==> config.mk <==
export PLATFORM = sky130hd
export DESIGN_NAME = dmem_lsu_bridge_flat
export DESIGN_NICKNAME = d
export VERILOG_FILES = /design/src/rtl/dmem_lsu_bridge_if.sv /design/src/rtl/dmem_lsu_bridge.sv /design/src/flat_wrapper.sv
export SDC_FILE = /design/constraint.sdc
export NUM_CORES = 1
export LEC_CHECK = 0
export ABC_AREA = 1
export CORE_MARGIN = 1.5
export CORE_UTILIZATION = 49
export CTS_CLUSTER_DIAMETER = 150
export DETAILED_ROUTE_END_ITERATION = 12
export PLACE_DENSITY = 0.93
export SLEW_MARGIN = 20
export SYNTH_ARGS = -nofsm -noshare
export SYNTH_HDL_FRONTEND = slang
export SYNTH_SLANG_ARGS = --single-unit
==> constraint.sdc <==
create_clock -name clk -period 2.35 [get_ports clk]
set_input_delay 0.47 -clock clk [delete_from_list [all_inputs] [get_ports clk]]
set_output_delay 0.47 -clock clk [all_outputs]
set_load 0.02 [all_outputs]
### The metal 3 layer, run 1

Drawn at 3 px/um. Cells faint in the background.
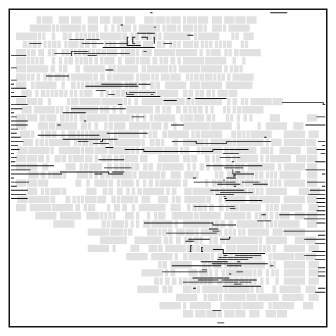
The layer holds 7.8% of the routed length. The layer carries 1070 um of wire. 131 nets have wire on it.
via count: 5256
met3 Usage GRT: 6.12%
routed wire length: 13700 um

### The metal 2 layer, run 1

Drawn at 4 px/um.
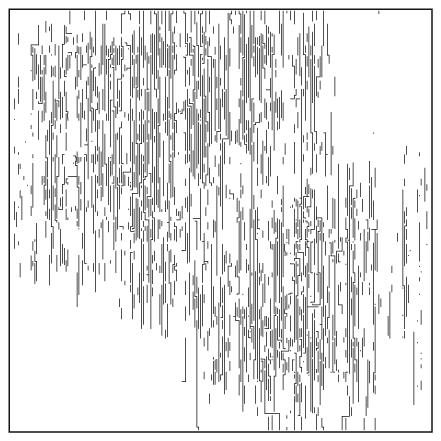
The layer carries 6520 um of wire. 713 nets have wire on it.
M2 GR Usage: 41.0%

### Met1 routing, run 1

Drawn at 4 px/um. Cells faint in the background.
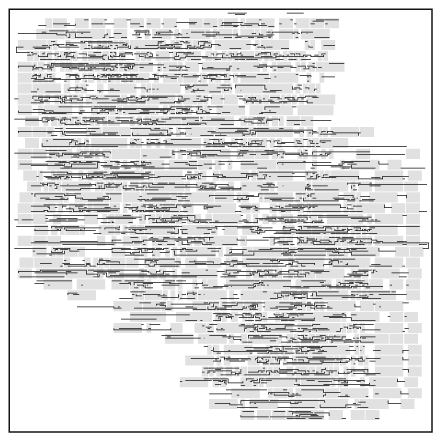
The longest straight run is 35.4 um. 810 nets have wire on it.
met1 Usage GRT: 31.1%

==> job_summary.md, run 1 <==
### Metrics collected by this job

| Metric | Value |
|---|---|
| Outcome | `finished clean` |
| Final RePlAce weighted congestion | `0.847` |
| H-tree depth | `4` |
| Clk sinks | `117` |
| Logic area | `2370 um2` |
| Cells after Synth | `725` |
| Area Overhead vs Synth | `36.2%` |
| Top-area cell share | `45.7%` |
| DRC violations left | `0` |
| Most frequent cells in the layout | `nand2_1, nor2_1, clkdlybuf4s50_1, dfxtp_1, a21oi_1` |
| Post-route ant nets | `0` |
| Tool Warnings | `49` |
| Max Cap Viol | `0` |
| Cts hold-fix bufs | `0` |
| Vert. Die Dim | `105 um` |
| Nets | `920` |
| Worst setup margin | `0.0737 ns` |
| Top cells by area | `dfxtp_1, nand2_1, nor2_1` |
| Syn. warnings | `0` |
| Worst R2R Setup Slack | `0.18 ns` |
| RSZ-0062 raised after global routing | `no` |
| Synth cell types | `26` |
| Synth Area per Inst | `7.08 um2` |
| Synth Register Bits | `117` |
| Cell accounting for the most synthesized area | `dfxtp_1` |
| CP endpoint kind | `output pin` |
| Fp util | `50.1%` |
| Drt first pass iters | `5` |
| Largest net degree at the start of global routing | `62` |
| First-pass GRT wire length | `22300 um` |
| Area of the core | `10200 um2` |
| Clock buffers | `17` |
| Leakage | `2.91 nW` |
| Slew Limit Fails | `0` |
| Fmax | `439 MHz` |
| # fillers | `761` |
| Register-to-Register Path Depth | `10` |
| Seq/total area | `33.5%` |
| Top cell excl fill/tap | `nand2_1` |
| GRT overflow | `0` |
| Wirelength per Cell | `14.0 um` |
| DPL Wire Length | `8670 um` |
| Worst path arrival time | `1.81 ns` |
| YS chip area | `5130 um2` |
| Yosys cell count | `725` |
| Worst-path clk slew | `0.06 ns` |
| Skew-Pair Late Insertion Delay | `0.52 ns` |
| Worst Path Max Fanout | `2` |
run 1: worst max-delay path, stage by stage:
cell and delay (ns):
clkdlybuf4s50_1 0.47, nor3_1 0.22, clkdlybuf4s50_1 0.65
run 1: metal layers:
layer / track usage, % / vias to the layer above / share of wire [%] / wire [um]
met1: 31.1 / 2348 / 42 / 5690
met2: 41.0 / 274 / 47 / 6510
met3: 6.12 / 47 / 7.8 / 1070
li1: - / 2587 / - / -
met5: 0 / - / 0 / 0
met4: 10.7 / 0 / 3.2 / 434
run 1: through the flow:
step	instances	cell area (um2)	utilization, %	hold slack [ns]
global route	980	6990	68.3	0.470
detailed placement	948	6410	62.7	0.441
finish	980	6990	68.3	0.452
CTS	980	6980	68.3	0.450
global placement	948	6410	62.7	0.433
floorplan	725	5130	-	0.425
run 1: report_power, final:
group	internal (mW)	switching, mW
clock network	1.45	1.04
registers	2.21	0.164
logic	0.559	0.868
total	4.21	2.07
run 1: cell families (layout without fill, tap and decap cells):
group | count (synthesis) | in the layout | synth area share (%)
AND-OR/OR-AND | 171 | 171 | 17.9
XOR/XNOR | 1 | 1 | 0.171
adder cells (fa/ha/maj) | 10 | 10 | 2.44
buffers and inverters | 104 | 223 | 8.12
flip-flops | 117 | 117 | 45.7
AND/OR/NAND/NOR | 322 | 322 | 25.7
run 1: synthesized netlist by cell type:
master / count
nand2_4: 2
xor2_1: 1
nor2_4: 1
nor3_2: 3
nand2_1: 151
nand2_2: 1
nor2_1: 127
o21ai_1: 58
buf_2: 15
nand3_1: 21
buf_4: 2
ha_1: 10
inv_1: 55
nand3_2: 1
buf_1: 1
clkbuf_1: 24
dfxtp_1: 117
a221oi_1: 15
a21oi_2: 1
inv_2: 6
clkinv_1: 1
o22ai_1: 1
a21oi_1: 66
nand4_1: 13
nor3_1: 2
o21ai_0: 30
==> run 2: changes to the inputs <==
Settings changed: CORE_UTILIZATION 49 to 50, DONT_BUFFER_PORTS set to 1, PLACE_DENSITY 0.93 to 0.77.
==> job_summary.md, run 2 <==
### Metrics collected by this job

| Metric | Value |
|---|---|
| Area Overhead vs Synth | `15.1%` |
| Synth cell count leaders | `nand2_1, nor2_1, dfxtp_1` |
| Cells after Synth | `725 (unchanged)` |
| Slowest-stage cell, CP | `dfxtp_2` |
| Worst R2R Setup Slack | `0.15 ns (-0.03 ns)` |
| Count leader, synth | `nand2_1` |
| Hold slack | `0.0217 ns (-0.430 ns)` |
| Fmax | `454 MHz (+3.3%)` |
| Cell Chain, Critical Path | `ha_1, xor2_2, ha_1, a21oi_2, nand3_2, nand2_4, nand2_4, inv_2, buf_12, o21ai_1, a21oi_1` |
| # fillers | `861 (+13%)` |
| Yosys cell count | `725 (unchanged)` |
| Most frequent cells in the layout | `nand2_1, nor2_1, dfxtp_1, a21oi_1, o21ai_1` |
| Leakage | `2.51 nW (-14%)` |
| Post-route cell area | `5910 um2 (-15%)` |
| Tool Warnings | `49 (unchanged)` |
| Dominant register cell | `dfxtp_1` |
| H-tree depth | `4 (unchanged)` |
| Top cells by area | `dfxtp_1, nand2_1, nor2_1` |
| Worst Path Max Fanout | `27 (+25)` |
| CP endpoint kind | `register` |
| Non-filler cells, final | `864 (-12%)` |
| Cell accounting for the most synthesized area | `dfxtp_1` |
| First-pass GRT wire length | `20900 um (-6.0%)` |
| Clk sinks | `117 (unchanged)` |
| Final RePlAce weighted congestion | `0.942 (+11%)` |
| Synth cell types | `26 (unchanged)` |
| Nets | `807 (-12%)` |
| Register-to-Register Path Depth | `11 (+1)` |
| Slew Limit Fails | `0 (unchanged)` |
| Post-route ant nets | `0 (unchanged)` |
| Synth Register Bits | `117 (unchanged)` |
| Fp util | `52.0% (+1.9 points)` |
| Asr flop ratio synth | `0% (unchanged)` |
| Largest net degree at the start of global routing | `45 (-27%)` |
| Outcome | `finished clean` |
| Max Cap Viol | `0 (unchanged)` |
| Placed cells | `830 (-12%)` |
| Synth Area per Inst | `7.08 um2 (unchanged)` |
==> run 2: cell counts after synthesis <==
Identical to the previous run, type by type.
==> run 2: cell families after synthesis <==
family | count (synthesis) | synth area share [%]
simple gates | 322 | 25.7
buf+inv | 104 | 8.12
flops | 117 | 45.7
compound gates | 171 | 17.9
xor+xnor | 1 | 0.171
fa+ha+maj | 10 | 2.44
==> run 2: per-layer routing <==
| layer | GRT usage (%) | vias up | share of wire, % |
|---|---|---|---|
| li1 | - | 2361 | - |
| met1 | 29.8 | 2143 | 42 |
| met2 | 38.2 | 205 | 48 |
| met3 | 7.08 | 20 | 7.8 |
| met4 | 9.03 | 0 | 1.8 |
| met5 | 0 | - | 0 |
==> run 2: critical path, delay by kind of cell, from the launching register on <==
family / cells / cell delay, ns
AOI/OAI and AO/OA: 3 / 0.39
DFF: 1 / 0.34
adders and majority gates: 2 / 0.55
xor gates and xnor gates: 1 / 0.16
and+or+nand+nor: 3 / 0.38
buffers and inverters: 2 / 0.31
==> run 2: timing repair <==
action | CTS | global route
hold buffers | 0 | 2
hold endpoints to repair | 0 | 1
endpoints found under the setup margin | 0 | 38
resized | 0 | 3
==> run 2: final cells by class <==
| class | count | area share (%) |
|---|---|---|
| Tap cell | 133 | 2.82 |
| Clock inverter | 14 | 3.39 |
| Clock buffer | 18 | 7.08 |
| Sequential cell | 117 | 39.7 |
| Inverter | 62 | 3.94 |
| Multi-Input combinational cell | 504 | 40.3 |
| Timing Repair Buffer | 16 | 2.75 |
==> run 2: where the power goes <==
| part | total (mW) | leakage, nW | switching, mW | internal [mW] |
|---|---|---|---|---|
| sequential | 2.48 | 0.957 | 0.268 | 2.21 |
| clock | 2.67 | 0.292 | 0.935 | 1.73 |
| combinational | 1.06 | 1.26 | 0.699 | 0.361 |
| total | 6.20 | 2.51 | 1.90 | 4.30 |
### The metal 3 layer, run 2

Drawn at 3 px/um. Cells faint in the background.
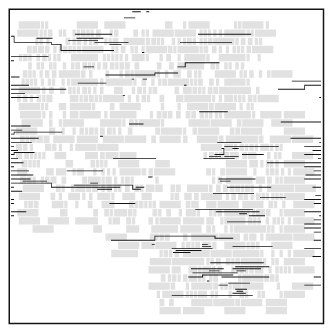
The layer holds 7.8% of the routed length. The wires run mostly horizontal. The layer carries 997 um of wire.
via count: 4729
routed wire length: 12700 um
met3 Usage GRT: 7.08%

No activity file was given, so power comes from the tool's default toggle rates.
